File: src/rtl/led_mux_pkg.sv
// Shared types and helpers for the multiplexed RGB LED PWM driver.
package led_mux_pkg;

    typedef enum logic {
        BLANK = 1'b0,
        DRIVE = 1'b1
    } state_t;

    localparam logic OFF_A = 1'b0;
    localparam logic OFF_B = 1'b1;

    // Counter width able to hold 0..n-1, never narrower than one bit.
    function automatic int cnt_w(input int n);
        return (n > 1) ? $clog2(n) : 1;
    endfunction

    function automatic int addr_w(input int n, input int c);
        return cnt_w(n * c);
    endfunction

endpackage

File: src/rtl/led_mux_tick_gen.sv
// Prescaler producing one PWM tick every PRESCALE clocks; held at zero by restart.
module led_mux_tick_gen
    import led_mux_pkg::*;
#(
    parameter int PRESCALE = 64
) (
    input  logic clk30,
    input  logic rst,
    input  logic restart_i,
    output logic tick_o
);

    localparam int             PS_W    = cnt_w(PRESCALE);
    localparam logic [PS_W-1:0] PS_LAST = PS_W'(PRESCALE - 1);

    logic [PS_W-1:0] ps_q;
    logic [PS_W-1:0] ps_d;

    assign tick_o = (ps_q == PS_LAST);

    always_comb begin
        ps_d = ps_q + PS_W'(1);
        if (restart_i || tick_o) begin
            ps_d = '0;
        end
    end

    always_ff @(posedge clk30) begin
        if (rst) begin
            ps_q <= '0;
        end else begin
            ps_q <= ps_d;
        end
    end

endmodule

File: src/rtl/led_mux_pwm.sv
// Per-LED, per-colour PWM driver for a multiplexed RGB LED bank with
// double-buffered duty registers and registered pin outputs.
module led_mux_pwm
    import led_mux_pkg::*;
#(
    parameter int NUM_LEDS    = 7,
    parameter int NUM_COLORS  = 3,
    parameter int PWM_BITS    = 8,
    parameter int PRESCALE    = 64,
    parameter int DEAD_CYCLES = 4,
    localparam int ADDR_W     = addr_w(NUM_LEDS, NUM_COLORS)
) (
    input  logic                  clk30,
    input  logic                  rst,
    input  logic                  cfg_we,
    input  logic [ADDR_W-1:0]     cfg_addr,
    input  logic [PWM_BITS-1:0]   cfg_wdata,
    output logic                  frame_start,
    output logic [NUM_LEDS-1:0]   led_rgb_multiplex_a,
    output logic [NUM_COLORS-1:0] led_rgb_multiplex_b
);

    localparam int NUM_ENTRIES = NUM_LEDS * NUM_COLORS;
    localparam int DEAD_W      = cnt_w(DEAD_CYCLES);
    localparam int COL_W       = cnt_w(NUM_COLORS);

    localparam logic [DEAD_W-1:0]   DEAD_LAST   = DEAD_W'(DEAD_CYCLES - 1);
    localparam logic [COL_W-1:0]    COL_LAST    = COL_W'(NUM_COLORS - 1);
    localparam logic [PWM_BITS-1:0] PWM_LAST    = '1;
    localparam logic [ADDR_W:0]     ENTRIES_LIM = (ADDR_W + 1)'(NUM_ENTRIES);

    state_t              state_q, state_d;
    logic [DEAD_W-1:0]   dead_q, dead_d;
    logic [COL_W-1:0]    color_q, color_d;
    logic [PWM_BITS-1:0] pwm_q, pwm_d;
    logic                commit;
    logic                commit_q;
    logic                tick;

    logic [PWM_BITS-1:0] pending_q [NUM_ENTRIES];
    logic [PWM_BITS-1:0] active_q  [NUM_ENTRIES];

    logic [NUM_LEDS-1:0]   a_q, a_d;
    logic [NUM_COLORS-1:0] b_q, b_d;
    logic                  fs_q, fs_d;
    logic [ADDR_W-1:0]     idx;

    led_mux_tick_gen #(
        .PRESCALE (PRESCALE)
    ) u_tick_gen (
        .clk30     (clk30),
        .rst       (rst),
        .restart_i (state_q != DRIVE),
        .tick_o    (tick)
    );

    always_comb begin
        state_d = state_q;
        dead_d  = dead_q;
        color_d = color_q;
        pwm_d   = pwm_q;
        commit  = 1'b0;
        case (state_q)
            BLANK: begin
                if (dead_q == DEAD_LAST) begin
                    state_d = DRIVE;
                    dead_d  = '0;
                    pwm_d   = '0;
                    commit  = (color_q == '0);
                end else begin
                    dead_d = dead_q + DEAD_W'(1);
                end
            end
            DRIVE: begin
                if (tick) begin
                    pwm_d = pwm_q + PWM_BITS'(1);
                    if (pwm_q == PWM_LAST) begin
                        state_d = BLANK;
                        color_d = (color_q == COL_LAST) ? '0 : color_q + COL_W'(1);
                    end
                end
            end
            default: state_d = BLANK;
        endcase
    end

    // Pin values are computed from the current state and registered, so the
    // pins trail the FSM by one clock and a/b always switch together.
    always_comb begin
        a_d  = {NUM_LEDS{OFF_A}};
        b_d  = {NUM_COLORS{OFF_B}};
        fs_d = 1'b0;
        idx  = '0;
        if (state_q == DRIVE) begin
            b_d[color_q] = 1'b0;
            for (int i = 0; i < NUM_LEDS; i++) begin
                idx    = ADDR_W'(i * NUM_COLORS) + ADDR_W'(color_q);
                a_d[i] = (active_q[idx] > pwm_q);
            end
            fs_d = commit_q;
        end
    end

    always_ff @(posedge clk30) begin
        if (rst) begin
            state_q  <= BLANK;
            dead_q   <= '0;
            color_q  <= '0;
            pwm_q    <= '0;
            commit_q <= 1'b0;
            a_q      <= {NUM_LEDS{OFF_A}};
            b_q      <= {NUM_COLORS{OFF_B}};
            fs_q     <= 1'b0;
        end else begin
            state_q  <= state_d;
            dead_q   <= dead_d;
            color_q  <= color_d;
            pwm_q    <= pwm_d;
            commit_q <= commit;
            a_q      <= a_d;
            b_q      <= b_d;
            fs_q     <= fs_d;
        end
    end

    // Commit copies the pre-edge pending values; a write on the commit edge
    // therefore waits for the following frame.
    always_ff @(posedge clk30) begin
        if (rst) begin
            for (int i = 0; i < NUM_ENTRIES; i++) begin
                pending_q[i] <= '0;
                active_q[i]  <= '0;
            end
        end else begin
            if (commit) begin
                for (int i = 0; i < NUM_ENTRIES; i++) begin
                    active_q[i] <= pending_q[i];
                end
            end
            if (cfg_we && ({1'b0, cfg_addr} < ENTRIES_LIM)) begin
                pending_q[cfg_addr] <= cfg_wdata;
            end
        end
    end

    assign frame_start         = fs_q;
    assign led_rgb_multiplex_a = a_q;
    assign led_rgb_multiplex_b = b_q;

endmodule

File: config.mk
export PLATFORM = sky130hd
export DESIGN_NAME = led_mux_pwm
export DESIGN_NICKNAME = d
export VERILOG_FILES = /design/src/rtl/led_mux_pkg.sv /design/src/rtl/led_mux_tick_gen.sv /design/src/rtl/led_mux_pwm.sv
export SDC_FILE = /design/constraint.sdc
export NUM_CORES = 1
export LEC_CHECK = 0
export CORE_ASPECT_RATIO = 1.1
export CORE_MARGIN = 2
export CORE_UTILIZATION = 57
export CTS_BUF_LIST = sky130_fd_sc_hd__clkbuf_8 sky130_fd_sc_hd__clkbuf_16
export DETAILED_ROUTE_END_ITERATION = 7
export GPL_TIMING_DRIVEN = 0
export HOLD_SLACK_MARGIN = 0.06
export PLACE_DENSITY = 0.76
export SYNTH_ARGS = -nofsm -noshare
export SYNTH_HDL_FRONTEND = slang
export SYNTH_HIERARCHICAL = 1
export SYNTH_SLANG_ARGS = --single-unit
export TNS_END_PERCENT = 30
File: constraint.sdc
create_clock -name clk30 -period 6.2 [get_ports clk30]
set_input_delay 0.62 -clock clk30 [delete_from_list [all_inputs] [get_ports clk30]]
set_output_delay 0.62 -clock clk30 [all_outputs]
set_load 0.1 [all_outputs]
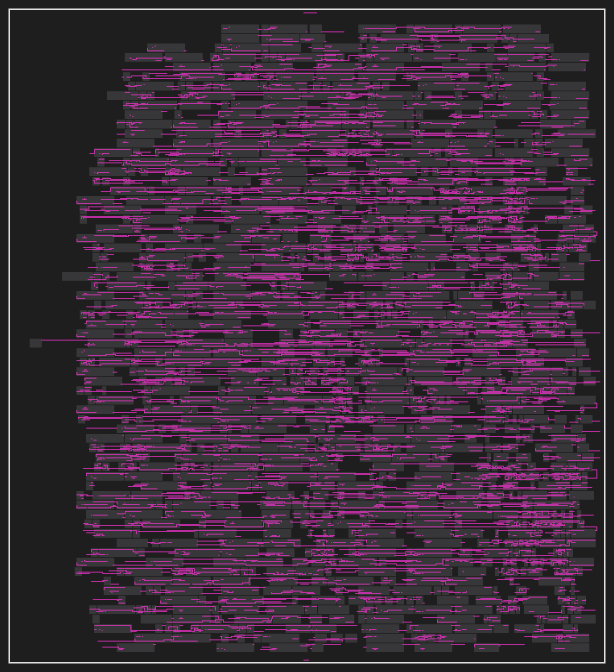
Fig. 1. The metal 1 layer (run 1).
The layer holds 39% of the routed length. The layer carries 15500 µm of wire. The longest straight run is 64.6 µm. 1328 nets have wire on it. The wires run mostly horizontal.
via total after detailed routing: 9977
M1 GR Usage: 0.333
drt total wl: 39900 µm

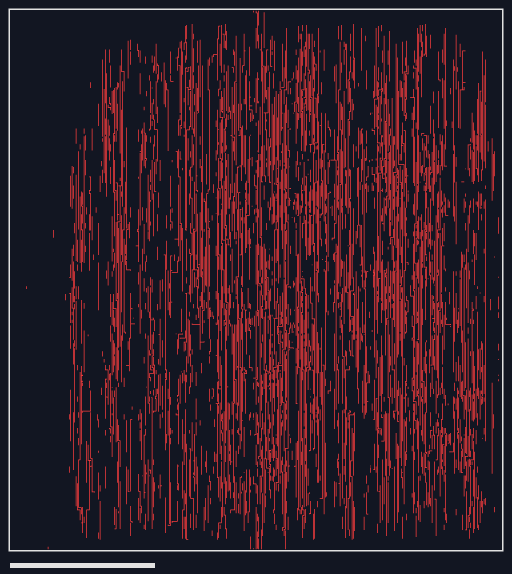
Fig. 2. Met2 routing (run 1).
Bar = 50 µm.
The layer holds 49% of the routed length. The wires run mostly vertical. 1134 nets have wire on it. The layer carries 19400 µm of wire.
global routing usage on met2: 0.439

==> run summary, run 1 <==
State of the implementation.

- The STA report counts the stages on the worst setup path as 16.
- Setup repair after global routing left no endpoint under its margin.
- According to the cell report, the number of logic gates is 768.
- In this run the layout overhead on the synthesized area is reported as 12.6%.
- The flip-flop and latch count after synthesis is 369, for reference.
- The final core utilization is 0.654, for reference.
- Dividing the final minimum period by the clock period gives 0.825.
- The end-of-flow timing check tallies setup violations at 0.
- For the worst setup path, the data arrival time is 5520 ps.
- The number of global-route vias before repair is 10088, for reference.
- The startpoint of the lowest-slack register-to-register path is color_q[0], for reference.
- The non-clock buffer instance count of the final layout is 93, for reference.
- The met3 wire length is 2910 µm, for reference.
- For this run, the top clock speed supported by timing is 0.196 GHz.
- The timing endpoint of the critical path is led_rgb_multiplex_a[3], for reference.
- Tracing the worst setup path back leads to its startpoint at color_q[0].
- The aggregate negative setup slack is 0 ps, for reference.
- The number of levels the H-tree was split into is 2, for reference.
- The report lists the number of standard-cell rows as 66.
- In the synthesized netlist the dominant register cell turns out to be sky130_fd_sc_hd__edfxtp_1.
- The number of distinct library cells after synthesis is 44, for reference.
- In the final design, more cell area goes to flip-flops and latches than to any other class.
- The end point of the worst hold path is frame_start, for reference.
- The ratio of routed vias to standard cells is 5.89, for reference.
- For reference, the critical path cell chain is buf_4 > buf_2 > buf_4 > buf_4 > inv_1 > ha_1 > clkbuf_1 > clkbuf_1 > clkbuf_1 > nand2_1 > o211ai_1 > o21ai_0 > ha_1 > o211ai_1 > a21o_1 > a21oi_1.
- The final non-filler cell area is 19400 µm², for reference.
- Endpoints failing hold in the final report were tallied at 0.
- The cell sitting at the root of the clock tree is a sky130_fd_sc_hd__clkbuf_16.
- The run finished with clean final reports.
- For this block, the initial DRC count from the detailed router was 1009.
- In the layout the commonest cells are 328 x sky130_fd_sc_hd__edfxtp_1, 306 x sky130_fd_sc_hd__and2_1, 65 x sky130_fd_sc_hd__ha_1.
- The worst slew margin relative to its limit is 0.317, for reference.
- RePlAce ended its routability-driven mode at a weighted congestion of 0.863.
- The sequential share of power is 0.505, for reference.
- The worst setup path is launched from a flip-flop.
- The total overflow left after global routing is 0.
- The final hold slack is 431 ps, for reference.
- The final-layout clock-cell area share is 0.0707, for reference.
- TritonCTS built the clock tree.
- The post-synthesis area per instance is 14.1 µm², for reference.
- The stat command in Yosys gives a chip area of 17200 µm².
- The type of the most critical hold path is reg -> reg, for reference.
- The combinational gate area is 6200 µm², for reference.
- The number of nets produced by synthesis is 1305, for reference.
- The power attributed to combinational cells is 0.431 mW, for reference.
- By area the synthesized netlist is led by sky130_fd_sc_hd__edfxtp_1 57%, sky130_fd_sc_hd__and2_1 11%, sky130_fd_sc_hd__mux4_2 7.3%.
- Per STA, the worst path accumulates the most delay in the family buffers and inverters.
- Per the OpenROAD power report, leakage power amounts to 7.01 nW.
- The floorplan report gives the top-level pin count as 27.
- The total internal power is 4.60 mW, for reference.
- The dominant kind of combinational cell is simple AND/OR/NAND/NOR gates, for reference.
- The hold path depth is 1, for reference.
- The iteration count of the initial detailed-routing pass is 5, for reference.
- In the final layout, the registers with the most flip-flops are active_q (168), pending_q (168), pwm_q (8).
- The parity-gate share of the synthesized area counting xor and xnor cells is 0.00407, for reference.
- Yosys reports that the most numerous cell types are 328 x sky130_fd_sc_hd__edfxtp_1, 306 x sky130_fd_sc_hd__and2_1, 65 x sky130_fd_sc_hd__ha_1.
- In this design, the stage delay of the slowest critical-path cell is 700 ps.
- In the final layout, the fill cell count is 2098.
- In the post-route analysis, the smallest setup slack over all paths is 1090 ps.
- The most crowded layer after global routing is met2, for reference.
- For this run, the number of Yosys warnings is 6.
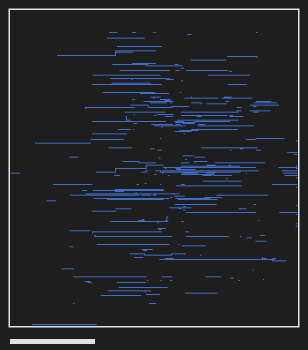
Fig. 3. The metal 3 layer (run 1).
Bar = 50 µm.
143 nets have wire on it. The layer holds 7.3% of the routed length. The layer carries 2910 µm of wire.
Global Route met3 Usage: 0.0427

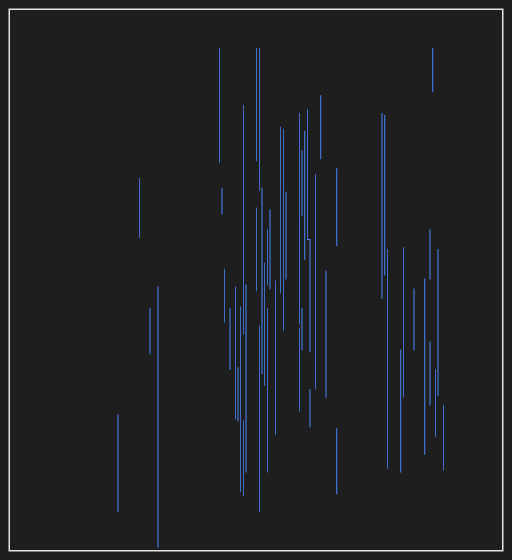
Fig. 4. Metal 4 (run 1).
The longest straight run is 89.8 µm. 39 nets have wire on it.

==> run 2: changes to the inputs <==
Settings changed: CORE_UTILIZATION 57 to 63, PLACE_DENSITY 0.76 to 0.79.
Clock period 6.2 ns to 5.3 ns, I/O delays scaled along.
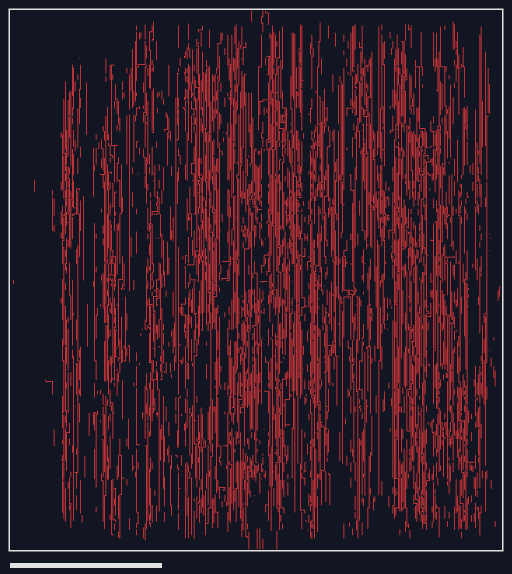
Fig. 5. Met2 routing (run 2).
Bar = 50 µm.
The layer holds 49% of the routed length. The longest straight run is 86.9 µm. The layer carries 19200 µm of wire. The wires run mostly vertical. 1149 nets have wire on it.
global routing usage on met2: 0.478
drt total wl: 39400 µm

==> run 2 against run 1 <==
Effect of this change: flip-flop count unchanged; worst hold slack worse by 1.7 ps; register-to-register slack worse by 880 ps; final area down 1.2%; power up 9.8%; die area down 9.3%; worst setup slack worse by 880 ps; synthesized area unchanged; first-iteration DRC count up 30%; sequential power up 17%; utilization up 5.7 points; non-clock buffer count unchanged.
==> run summary, run 2 <==
State of the implementation.

- Data on the critical path is required at its endpoint by 5700 ps.
- The residual overflow from global routing is 0, for reference.
- The main area contributors are sky130_fd_sc_hd__edfxtp_1 57%, sky130_fd_sc_hd__and2_1 11%, sky130_fd_sc_hd__mux4_2 7.3%.
- The violation tally from detailed-route iteration zero is 1312, for reference.
- The global placer's final weighted congestion is 0.853, for reference.
- Hold analysis lists the worst path endpoint as frame_start.
- On met1, the global router reports a usage of 0.356.
- The post-synthesis cell count is 1224, for reference.
- The number of levels the H-tree was split into is 2, for reference.
- The run finished with clean final reports.
- In the final layout, excluding clock buffers the buffer count is 93.
- The iteration count of the initial detailed-routing pass is 5, for reference.
- The delay contributed by the slowest stage of the critical path is 590 ps, for reference.
- Per the OpenROAD power report, leakage power amounts to 6.92 nW.
- Setup repair after global routing left no endpoint under its margin.
- The count of flip-flops with a built-in enable after synthesis is 328, for reference.
- The final layout contains 1372 nets.
- The worst-margin pin slew is 1050 ps, for reference.
- The floorplan step set the die height to 177 µm.
- After detailed routing, the number of vias per cell comes to 6.03.
- Of the combinational cells, the family taking the most area is simple AND/OR/NAND/NOR gates.
- The cell-mix breakdown from Yosys lists the XOR/XNOR area share as 0.00407.
- The registers reported with the highest flop counts are active_q (168), pending_q (168), pwm_q (8).
- The I/O pin count is 27, for reference.
- The final core utilization is 0.710, for reference.
- The count of synthesis-stage warnings from yosys is 6, for reference.
- The sequential share of the synthesized area is 0.620, for reference.
- The area recorded from the Yosys report for this design is 17200 µm².
- The floorplan has 63 rows.
- The final worst slack is 203 ps, for reference.
- The final layout report lists a filler cell count of 1761.
- Once layout is complete, the cells apart from fillers number 1677.
- In this run the layout overhead on the synthesized area is reported as 11.2%.
- The final hold slack is 429 ps, for reference.
- The combinational power reported by the tool is 0.501 mW.
- The most critical min-delay path falls under reg -> reg.
- The setup-violating endpoint count in the final report is 0, for reference.
- The hold path depth is 1, for reference.
- The most crowded layer after global routing is met2, for reference.
- The largest contributor to cell area by class is flip-flops and latches, for reference.
- The portion of synthesized area spent on multiplexers is 0.108.
- The DRC violation total left in the routed layout is recorded as 0.
- Per the final timing report, the hold violations number 0.
- Internal power comes to 4.99 mW.
- Along the worst path, the maximum fanout reaches 10.
- Walking the worst path, the cells encountered are buf_4 > buf_2 > buf_4 > buf_4 > inv_1 > ha_1 > clkbuf_1 > buf_1 > mux4_2 > mux2_2 > ha_1 > nor2b_1 > o211ai_1 > a21o_1 > a21oi_1.
- Entering global routing, the biggest net connects 70 pins.
- Derived from the worst setup path, the maximum achievable clock frequency is 0.196 GHz.
- The critical register-to-register path endpoint is led_rgb_multiplex_a[1], for reference.
- The element type at the critical path end is a flip-flop, for reference.
- Per the timing report, the most critical flop-to-flop path originates at color_q[0].
- Of the total power, the clock network draws 0.385.
- The aggregate negative setup slack is 0 ps, for reference.
- The layout contains a multi-input combinational cell count of 768.
- The finished cells cover 19200 µm².
- The category of the worst setup path launch point is a flip-flop, for reference.
- STA puts the critical path data arrival time at 5500 ps.
- The critical path startpoint is color_q[0], for reference.
- Per the post-synthesis report, the nets total 1305.
- The root buffer cell chosen for the clock tree is sky130_fd_sc_hd__clkbuf_16.
- The slowest stage of the critical path is the sky130_fd_sc_hd__buf_1 cell.
- The clock buffers instantiated in the layout total 40.
- The routing usage on met3 is 0.0603, for reference.
- Summed over all nets, wire length on met3 after detailed routing comes to 3440 µm.
- The share of total power dissipated in sequential elements is 0.538.
- The most common logic cells in the final layout are 328 x sky130_fd_sc_hd__edfxtp_1, 306 x sky130_fd_sc_hd__and2_1, 65 x sky130_fd_sc_hd__ha_1.
- The number of antenna violations at the first check in global routing is 1, for reference.
- The kind of cell adding the most delay to the critical path is buffers and inverters, for reference.
- The number of global-route vias before repair is 10194, for reference.
- Sorting the synthesized cells by how often they occur yields 328 x sky130_fd_sc_hd__edfxtp_1, 306 x sky130_fd_sc_hd__and2_1, 65 x sky130_fd_sc_hd__ha_1.
- The number of distinct library cells after synthesis is 44, for reference.
- The combinational gate area is 6200 µm², for reference.
- Measured on the final layout, the clock distribution area share stands at 0.0608.
- The capture point of the critical path was reported as led_rgb_multiplex_a[1].
- Dividing the synthesized area by the synthesized cell count gives 14.1 µm².
- Synthesis inferred 369 register bits.
- The flip-flop cell with the highest count after synthesis is sky130_fd_sc_hd__edfxtp_1, for reference.
- The period utilization is 0.962, for reference.
- The critical path crosses 15 cells after its start point.
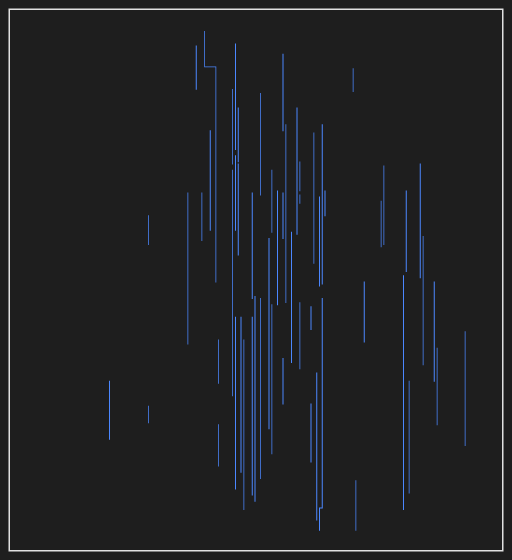
Fig. 6. Metal 4 (run 2).
The layer holds 5.0% of the routed length. The longest straight run is 76.8 µm. The layer carries 1970 µm of wire. The wires run mostly vertical. 41 nets have wire on it.
via total after detailed routing: 10118

No activity file was given, so power comes from the tool's default toggle rates.
